[src/rtl/stopwatch_ctrl.sv]
// Stopwatch/timer controller: button edges, 1 Hz tick and zero/max flags -> counter, adjust, alarm, blink.
// Latency: button acts 1 edge after it is sampled, tick/zero/max act on the sampling edge; no backpressure.
module stopwatch_ctrl #(
  parameter int RPT_DELAY  = 50_000_000,
  parameter int RPT_PERIOD = 10_000_000,
  parameter int ALARM_SECS = 10
) (
  input  logic       clk,
  input  logic       rst,
  input  logic       tick_1hz,
  input  logic       start_btn,
  input  logic       stop_btn,
  input  logic       softrst_btn,
  input  logic       inc_min_btn,
  input  logic       inc_sec_btn,
  input  logic       mode_sw,
  input  logic       inc_sw,
  input  logic       time_zero,
  input  logic       time_max,
  output logic       cnt_en,
  output logic       cnt_down,
  output logic       cnt_clr,
  output logic       adj_min,
  output logic       adj_sec,
  output logic       adj_dn,
  output logic [1:0] state,
  output logic       alarm,
  output logic       disp_on
);

  localparam logic [1:0] S_IDLE  = 2'b00;
  localparam logic [1:0] S_RUN   = 2'b01;
  localparam logic [1:0] S_PAUSE = 2'b10;
  localparam logic [1:0] S_DONE  = 2'b11;

  localparam int RPT_MAX = (RPT_DELAY > RPT_PERIOD) ? RPT_DELAY : RPT_PERIOD;
  localparam int RW      = $clog2(RPT_MAX + 1);
  localparam int AW      = $clog2(ALARM_SECS + 1);

  // bit order: {inc_sec, inc_min, softrst, stop, start}
  logic [4:0] btn_q;
  logic [4:0] btn_p;
  logic [4:0] btn_e;
  logic       start_e, stop_e, soft_e, min_e, sec_e;
  logic       min_q, sec_q;

  assign btn_e   = btn_q & ~btn_p;
  assign start_e = btn_e[0];
  assign stop_e  = btn_e[1];
  assign soft_e  = btn_e[2];
  assign min_e   = btn_e[3];
  assign sec_e   = btn_e[4];
  assign min_q   = btn_q[3];
  assign sec_q   = btn_q[4];

  logic [1:0]    state_n;
  logic          cnt_down_n, disp_on_n, cnt_en_n, cnt_clr_n, go_run;
  logic [AW-1:0] alarm_cnt, alarm_cnt_n;

  always_comb begin
    state_n     = state;
    cnt_down_n  = cnt_down;
    disp_on_n   = disp_on;
    alarm_cnt_n = alarm_cnt;
    cnt_en_n    = 1'b0;
    cnt_clr_n   = 1'b0;
    go_run      = 1'b0;
    case (state)
      S_IDLE: begin
        disp_on_n   = 1'b1;
        alarm_cnt_n = '0;
        if (soft_e) begin
          cnt_clr_n = 1'b1;
        end else if (start_e && !(mode_sw && time_zero)) begin
          state_n    = S_RUN;
          cnt_down_n = mode_sw;
          go_run     = 1'b1;
        end
      end
      S_RUN: begin
        if (soft_e) begin
          cnt_clr_n = 1'b1;
          state_n   = S_IDLE;
        end else if (stop_e) begin
          state_n   = S_PAUSE;
          disp_on_n = 1'b1;
        end else if (cnt_down && time_zero) begin
          state_n     = S_DONE;
          disp_on_n   = 1'b1;
          alarm_cnt_n = '0;
        end else if (tick_1hz) begin
          // a stopwatch at 99:59 stops instead of wrapping
          if (!cnt_down && time_max) begin
            state_n     = S_DONE;
            disp_on_n   = 1'b1;
            alarm_cnt_n = '0;
          end else begin
            cnt_en_n = 1'b1;
          end
        end
      end
      S_PAUSE: begin
        if (soft_e) begin
          cnt_clr_n = 1'b1;
          state_n   = S_IDLE;
          disp_on_n = 1'b1;
        end else if (start_e) begin
          state_n   = S_RUN;
          disp_on_n = 1'b1;
        end else if (tick_1hz) begin
          disp_on_n = ~disp_on;
        end
      end
      default: begin
        if (soft_e || start_e || stop_e) begin
          cnt_clr_n   = soft_e;
          state_n     = S_IDLE;
          disp_on_n   = 1'b1;
          alarm_cnt_n = '0;
        end else if (tick_1hz) begin
          if (alarm_cnt == AW'(ALARM_SECS - 1)) begin
            state_n     = S_IDLE;
            disp_on_n   = 1'b1;
            alarm_cnt_n = '0;
          end else begin
            alarm_cnt_n = alarm_cnt + AW'(1);
            disp_on_n   = ~disp_on;
          end
        end
      end
    endcase
  end

  // Auto-repeat: phase 0 waits RPT_DELAY after the first pulse, phase 1 spaces by RPT_PERIOD.
  logic [RW-1:0] min_cnt, min_cnt_n, sec_cnt, sec_cnt_n;
  logic          min_ph, min_ph_n, sec_ph, sec_ph_n;
  logic          min_fire, sec_fire, adj_act;

  assign adj_act = (state == S_IDLE) && !go_run;

  always_comb begin
    min_cnt_n = '0;
    min_ph_n  = 1'b0;
    min_fire  = 1'b0;
    if (adj_act && min_q) begin
      if (min_e) begin
        min_fire  = 1'b1;
        min_cnt_n = RW'(1);
      end else if (min_cnt == (min_ph ? RW'(RPT_PERIOD) : RW'(RPT_DELAY))) begin
        min_fire  = 1'b1;
        min_cnt_n = RW'(1);
        min_ph_n  = 1'b1;
      end else begin
        min_cnt_n = min_cnt + RW'(1);
        min_ph_n  = min_ph;
      end
    end
  end

  // minutes take precedence; seconds stay parked at zero while minutes are held
  always_comb begin
    sec_cnt_n = '0;
    sec_ph_n  = 1'b0;
    sec_fire  = 1'b0;
    if (adj_act && sec_q && !min_q) begin
      if (sec_e) begin
        sec_fire  = 1'b1;
        sec_cnt_n = RW'(1);
      end else if (sec_cnt == (sec_ph ? RW'(RPT_PERIOD) : RW'(RPT_DELAY))) begin
        sec_fire  = 1'b1;
        sec_cnt_n = RW'(1);
        sec_ph_n  = 1'b1;
      end else begin
        sec_cnt_n = sec_cnt + RW'(1);
        sec_ph_n  = sec_ph;
      end
    end
  end

  always_ff @(posedge clk or negedge rst) begin
    if (!rst) begin
      btn_q     <= '0;
      btn_p     <= '0;
      state     <= S_IDLE;
      cnt_down  <= 1'b0;
      disp_on   <= 1'b1;
      alarm_cnt <= '0;
      cnt_en    <= 1'b0;
      cnt_clr   <= 1'b0;
      adj_min   <= 1'b0;
      adj_sec   <= 1'b0;
      adj_dn    <= 1'b0;
      min_cnt   <= '0;
      min_ph    <= 1'b0;
      sec_cnt   <= '0;
      sec_ph    <= 1'b0;
    end else begin
      btn_q     <= {inc_sec_btn, inc_min_btn, softrst_btn, stop_btn, start_btn};
      btn_p     <= btn_q;
      state     <= state_n;
      cnt_down  <= cnt_down_n;
      disp_on   <= disp_on_n;
      alarm_cnt <= alarm_cnt_n;
      cnt_en    <= cnt_en_n;
      cnt_clr   <= cnt_clr_n;
      adj_min   <= min_fire;
      adj_sec   <= sec_fire;
      adj_dn    <= (min_fire || sec_fire) ? inc_sw : 1'b0;
      min_cnt   <= min_cnt_n;
      min_ph    <= min_ph_n;
      sec_cnt   <= sec_cnt_n;
      sec_ph    <= sec_ph_n;
    end
  end

  assign alarm = (state == S_DONE);

endmodule

[config.mk]
export PLATFORM = sky130hd
export DESIGN_NAME = stopwatch_ctrl
export DESIGN_NICKNAME = d
export VERILOG_FILES = /design/src/rtl/stopwatch_ctrl.sv
export SDC_FILE = /design/constraint.sdc
export NUM_CORES = 1
export LEC_CHECK = 0
export CAP_MARGIN = 20
export CORE_ASPECT_RATIO = 1.5
export CORE_UTILIZATION = 30
export DETAILED_ROUTE_END_ITERATION = 8
export PLACE_DENSITY = 0.47
export SLEW_MARGIN = 20
export SYNTH_ARGS = -nofsm -noshare
export SYNTH_HDL_FRONTEND = slang
export SYNTH_SLANG_ARGS = --single-unit
[constraint.sdc]
create_clock -name clk -period 2.18 [get_ports clk]
set_input_delay 0.436 -clock clk [delete_from_list [all_inputs] [get_ports clk]]
set_output_delay 0.436 -clock clk [all_outputs]
set_load 0.1 [all_outputs]
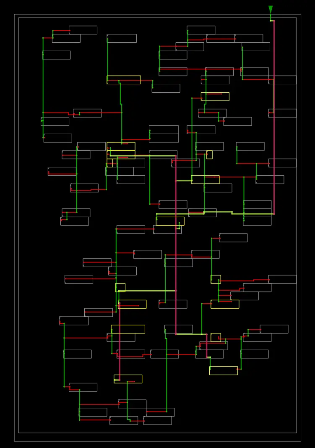
Figure 1: run 1, clock routing.
FF+latch count: 77
clock network power consumption: 1.64 mW
clock buf count: 9
Num CTS Buffers: 9

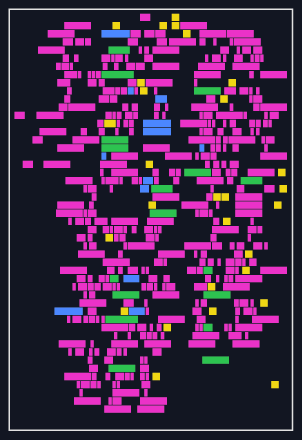
Figure 2: run 1, sizing map.
Scale: 3 px per um.
- magenta: _0 and _1 cells (cells 379)
- yellow: _3 and _4 cells (cells 28)
- blue: _2 cells (cells 12)
- green: _6 and larger (cells 17)
design area: 4630 um2
Non-CTS buffers: 40

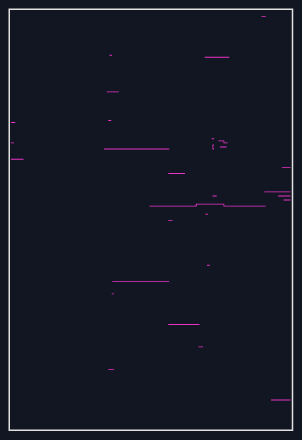
Figure 3: run 1, the metal 3 layer.
Scale: 3 px per um.
- longest straight run: 21.4 um
- share of all routed wire: 1.7%
- main direction: horizontal
Total Wirelength: 8.96 mm
vias after detailed routing: 2920
met3 Use GR: 0.0262

==> results.json, run 1 <==
{
  "leakage_nw": 1.81,
  "r2r-end": "min_cnt[14]$_DFF_PN0_",
  "synth_cells": 387,
  "ys_area_um2": 3800,
  "simple_gate_share": 0.260,
  "top_cell": "dfrtp_1",
  "ys_sh_aoi": 0.0629,
  "syn_nets": 405,
  "crit_required_ns": 2.40,
  "status": "finished clean",
  "hp-class": "in -> async",
  "coreArea_um2": 12400,
  "area_delta_synth_final_pct": 21.9,
  "die_width_um": 93.9,
  "path_depth": 6,
  "portBuffers": 21,
  "reg2reg_from": "min_cnt[21]$_DFF_PN0_",
  "grt_start_max_net_pins": 33,
  "mux_share": 0.00560,
  "antenna_found_initial": 0,
  "setup_viol": 0,
  "powerDensity_nw_per_um2": 903,
  "clk_pin_slew_ns": 0.06,
  "rows": 50,
  "ys_cells": 387,
  "crit_start": "min_cnt[21]$_DFF_PN0_",
  "area_leaders": "dfrtp_1 (50%), nor2_1 (6.3%), xnor2_1 (5.5%)",
  "cp_max_fo": 25,
  "clock_sinks": 77,
  "clock_path_buffers": 2,
  "tool_warnings": 29,
  "yosysWarningCount": 0,
  "cts_max_level": 3,
  "synth.logic.top_family": "simple AND/OR/NAND/NOR gates",
  "clk_latency_ns": 0.34,
  "layout.nets": 449,
  "grt_overflow_total": 0,
  "drive_gt1_frac": 0.131,
  "slew_violations": 0,
  "reg2reg_slack_ns": 0.14,
  "largest_area_cell": "dfrtp_1",
  "vias_per_cell": 4.93,
  "initCoreUtil": 0.307,
  "ys_seq_share": 0.507,
  "diodes": 0,
  "finalSetupTns_ns": 0,
  "path_delay_family": "simple AND/OR/NAND/NOR gates",
  "critPathLaunchType": "register",
  "worstMarginPinSlew_ns": 0.502,
  "grt_setup_unrepaired": "false",
  "final_antenna_net_count": 0,
  "fin_crit_sh": 0.936,
  "design.portCount": 22,
  "syn_area_um2": 3800,
  "cts_tree": "done",
  "async_flop_share": 1.00,
  "fa_ha_area_frac": 0.0198,
  "end_kind": "register",
  "cts-root-buf": "clkbuf_16",
  "critical_path.endpoint": "min_cnt[14]$_DFF_PN0_"
}
==> run 1: worst register-to-register path, stage by stage (launching register included) <==
cell and delay, ns:
dfrtp_2 0.45, or4b_1 0.54, nor4b_2 0.27, o2111ai_2 0.25, nand3_2 0.16, buf_12 0.18, nor2_1 0.08
==> run 1: metrics by stage <==
step	cell area, um2	hold slack (ns)	cells	util	power, mW
final	4630	0.0307	592	0.374	4.18
after global routing	4630	0.0643	592	0.374	4.37
after CTS	4620	0.0420	591	0.373	4.25
after detailed placement	4300	0.359	575	0.347	2.58
after global placement	4300	0.356	575	0.347	2.57
after floorplan	3810	0.140	387	-	2.30
==> run 1: flip-flops by register name, summed over array words and instances (netlist names) <==
signal     cells
sec_ph         1
cnt_down       1
disp_on        1
btn_q          5
min_ph         1
adj_min        1
adj_sec        1
alarm_cnt      4
min_cnt       26
cnt_en         1
sec_cnt       26
state          2
btn_p          5
cnt_clr        1
adj_dn         1
==> run 1: metal layers <==
metal	routed length (um)	up-vias	track usage
met5	0	-	0
met4	212	0	0.0713
met3	151	17	0.0262
met2	4940	34	0.270
met1	3660	1433	0.172
li1	-	1436	-
==> run 1: cell usage in the layout, fill, tap and decap left out, types with 8 or more instances in the layout <==
cell type        netlist  final
nand4_1               13     13
nor3_1                13     13
nor4_1                14     14
nand2_1               30     30
clkbuf_16              0      9
inv_1                 18     18
dfrtp_1               76     73
buf_4                  1     27
xor2_1                24     24
clkdlybuf4s50_1        0     10
xnor2_1               24     24
nor2_1                64     63
nand3_1               24     24
a21oi_1                8      8
==> run 1: cell type report <==
type	instances	area [um2]	area share
Clock inverter	7	96.3	0.0208
Timing Repair Buffer	40	363	0.0784
Inverter	18	67.6	0.0146
Multi-Input combinational cell	285	1750	0.378
Sequential cell	77	1930	0.417
Clock buffer	9	225	0.0486
Tap cell	156	195	0.0422
==> run 1: kinds of logic (layout without fill, tap and decap cells) <==
logic type               after synthesis  after routing
flip-flops                            77             77
multiplexers                           2              2
AND/OR/NAND/NOR                      195            195
adder cells (fa/ha/maj)                6              6
AND-OR/OR-AND                         34             34
buffers and inverters                 25             74
XOR/XNOR                              48             48
==> run 1: worst min-delay path by stage <==
stage	slack, ns	depth (start not counted)	startpoint	end
after floorplan	0.14	0	rst	adj_dn$_DFF_PN0_
after global placement	0.36	0	btn_q[1]$_DFF_PN0_	btn_p[1]$_DFF_PN0_
after detailed placement	0.36	0	btn_q[4]$_DFF_PN0_	btn_p[4]$_DFF_PN0_
after CTS	0.04	1	rst	sec_cnt[1]$_DFF_PN0_
after global routing	0.06	1	rst	sec_cnt[0]$_DFF_PN0_
final	0.03	1	rst	min_cnt[10]$_DFF_PN0_
==> run 1: what timing repair did <==
action / CTS / global route
hold endpoints to repair: 0 / 0
buffers inserted: 0 / 1
hold buffers: 0 / 0
setup endpoints to repair: 0 / 24
resized: 0 / 1
==> run 1: power breakdown <==
part / internal (mW) / leakage [nW] / switching [mW]
clock network: 1.01 / 0.161 / 0.629
registers: 1.51 / 1.04 / 0.105
logic: 0.266 / 0.610 / 0.665
==> run 1 -> run 2 <==
--- a/config.mk
+++ b/config.mk
@@ -10,6 +10,7 @@
 export CORE_UTILIZATION = 30
 export DETAILED_ROUTE_END_ITERATION = 8
 export PLACE_DENSITY = 0.47
+export SKIP_LAST_GASP = 1
 export SLEW_MARGIN = 20
 export SYNTH_ARGS = -nofsm -noshare
 export SYNTH_HDL_FRONTEND = slang
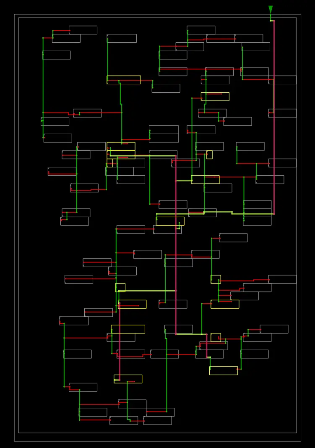
Figure 4: run 2, clock routing.
CTS sink count: 77
clock skew: 0.00603 ns
clock insertion delay at the later pin of the skew report: 0.34 ns

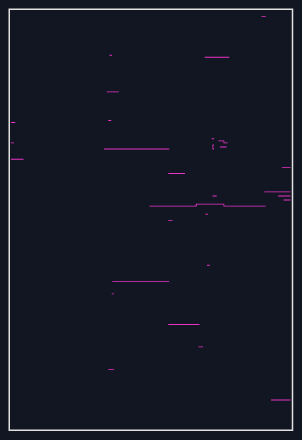
Figure 5: run 2, the metal 3 layer.
Scale: 3 px per um.
- longest straight run: 21.4 um
- wire length on this layer: 151 um

==> results.json, run 2 <==
{
  "grt_start_max_net_pins": 33,
  "ys_area_um2": 3800,
  "dp_cells": 575,
  "synth.logic.top_family": "simple AND/OR/NAND/NOR gates",
  "lay_top_count": "dfrtp_1",
  "coreArea_um2": 12400,
  "end_kind": "register",
  "ys_seq_share": 0.507,
  "clk_pin_slew_ns": 0.06,
  "combGateArea_um2": 1750,
  "routed_wl_mm": 8.96,
  "top_cell": "dfrtp_1",
  "reg2reg_slack_ns": 0.14,
  "largest_area_cell": "dfrtp_1",
  "intPower_mw": 2.78,
  "async_flop_share": 1.00,
  "p_comb_frac": 0.223,
  "cts_inserted_buffers": 9,
  "cp_max_fo": 25,
  "place_congestion": 0.803,
  "vias": 2920,
  "grt_setup_unrepaired": "false",
  "drive_gt1_frac": 0.131,
  "slew_violations": 0,
  "mostFrequentLayoutCells": "dfrtp_1 (73), nor2_1 (63), nand2_1 (30)",
  "p_seq_frac": 0.385,
  "grt_overflow_total": 0,
  "syn_area_um2": 3800,
  "r2r-end": "min_cnt[14]$_DFF_PN0_",
  "vias_per_cell": 4.93,
  "simple_gate_share": 0.260,
  "clock_path_buffers": 2,
  "tool_warnings": 29,
  "status": "finished clean",
  "area_delta_synth_final_pct": 21.9,
  "crit_required_ns": 2.40,
  "ys_cells": 387,
  "critPathLaunchType": "register",
  "crit_start": "min_cnt[21]$_DFF_PN0_",
  "synthDistinctLibCells": 48,
  "cts_tree": "done",
  "clockPowerShare": 0.392,
  "fa_ha_area_frac": 0.0198,
  "largest_registers": "min_cnt: 26 flops, sec_cnt: 26 flops",
  "initCoreUtil": 0.307,
  "leakage_nw": 1.81,
  "layout.nets": 449,
  "worstMarginPinSlew_ns": 0.502,
  "yosysWarningCount": 0,
  "top_cells_by_count": "dfrtp_1 (76), nor2_1 (64), nand2_1 (30)",
  "finalSetupTns_ns": 0,
  "powerDensity_nw_per_um2": 903,
  "area_leaders": "dfrtp_1 (50%), nor2_1 (6.3%), xnor2_1 (5.5%)",
  "design.portCount": 22,
  "max_stage_delay_ns": 0.54,
  "p_sw_mw": 1.40,
  "seq_area_um2": 1930,
  "fin_crit_sh": 0.936,
  "setup_viol": 0,
  "final_antenna_net_count": 0,
  "ys_sh_aoi": 0.0629,
  "critical_path.endpoint": "min_cnt[14]$_DFF_PN0_",
  "cap_viol_max_count": 0,
  "path_delay_family": "simple AND/OR/NAND/NOR gates",
  "reg2reg_from": "min_cnt[21]$_DFF_PN0_",
  "die_width_um": 93.9,
  "rows": 50,
  "hp-class": "in -> async",
  "portBuffers": 21,
  "worst_ir_drop_vdd_mv": 0.327,
  "grt_pass1_vias": 3033,
  "cts-root-buf": "clkbuf_16",
  "syn_nets": 405,
  "cts_max_level": 3,
  "sw_frac_of_total": 0.334,
  "diodes": 0,
  "mux_share": 0.00560,
  "antenna_found_initial": 0,
  "numSynthFlops": 77,
  "synth_cells": 387,
  "path_depth": 6,
  "design.die.area_um2": 13100,
  "stdcell_count": 592
}
-- run 2: metal layers --
metal | routed length [um] | track usage | part of all wire
met1 | 3660 | 0.172 | 0.41
met2 | 4940 | 0.270 | 0.55
met3 | 151 | 0.0262 | 0.017
met4 | 212 | 0.0713 | 0.024
met5 | 0 | 0 | 0
-- run 2: layout make-up --
type	count	area share
repair buffers	40	0.0784
clock inverters	7	0.0208
clock buffers	9	0.0486
multi-input cells	285	0.378
flip-flops and latches	77	0.417
inverters	18	0.0146
well taps	156	0.0422
-- run 2: how the worst min path moves through the flow --
stage                  startpoint                    end  slack, ns  cells after the start
6_report                      rst  min_cnt[10]$_DFF_PN0_       0.03                      1
4_1_cts                       rst   sec_cnt[1]$_DFF_PN0_       0.04                      1
5_1_grt                       rst   sec_cnt[0]$_DFF_PN0_       0.06                      1
3_5_place_dp   btn_q[4]$_DFF_PN0_     btn_p[4]$_DFF_PN0_       0.36                      0
3_3_place_gp   btn_q[1]$_DFF_PN0_     btn_p[1]$_DFF_PN0_       0.36                      0
2_1_floorplan                 rst       adj_dn$_DFF_PN0_       0.14                      0
-- run 2: logic make-up after synthesis --
kind of cell	Yosys count
flops	77
fa+ha+maj	6
mux	2
simple gates	195
buf+inv	25
xor+xnor	48
compound gates	34
-- run 2: worst register-to-register path, cell delays in order, from the launching register on --
cell	delay (ns)
dfrtp_2	0.45
or4b_1	0.54
nor4b_2	0.27
o2111ai_2	0.25
nand3_2	0.16
buf_12	0.18
nor2_1	0.08
-- run 2: power groups by stage --
stage	Combinational, mW	Sequential (mW)	Clock (mW)
global route	1.00	1.63	1.75
finish	0.931	1.61	1.64
CTS	0.942	1.61	1.69
global placement	0.936	1.64	0
floorplan	0.401	1.90	0
detailed placement	0.941	1.64	0
-- run 2: per-stage QoR --
step	setup WS, ns	power (mW)	area [um2]	util	hold slack [ns]
CTS	0.107	4.25	4620	0.373	0.0420
finish	0.140	4.18	4630	0.374	0.0307
global route	0.0220	4.37	4630	0.374	0.0643
detailed placement	0.116	2.58	4300	0.347	0.359
floorplan	0.165	2.30	3810	-	0.140
global placement	0.158	2.57	4300	0.347	0.356
-- run 2: timing repair --
| item | 4_1_cts | 5_1_grt |
|---|---|---|
| hold buffers | 0 | 0 |
| gates resized | 0 | 1 |
| setup buffers | 0 | 1 |
| setup endpoints to repair | 0 | 24 |
Power figures rest on the tool's default switching activity, not on a simulated workload.
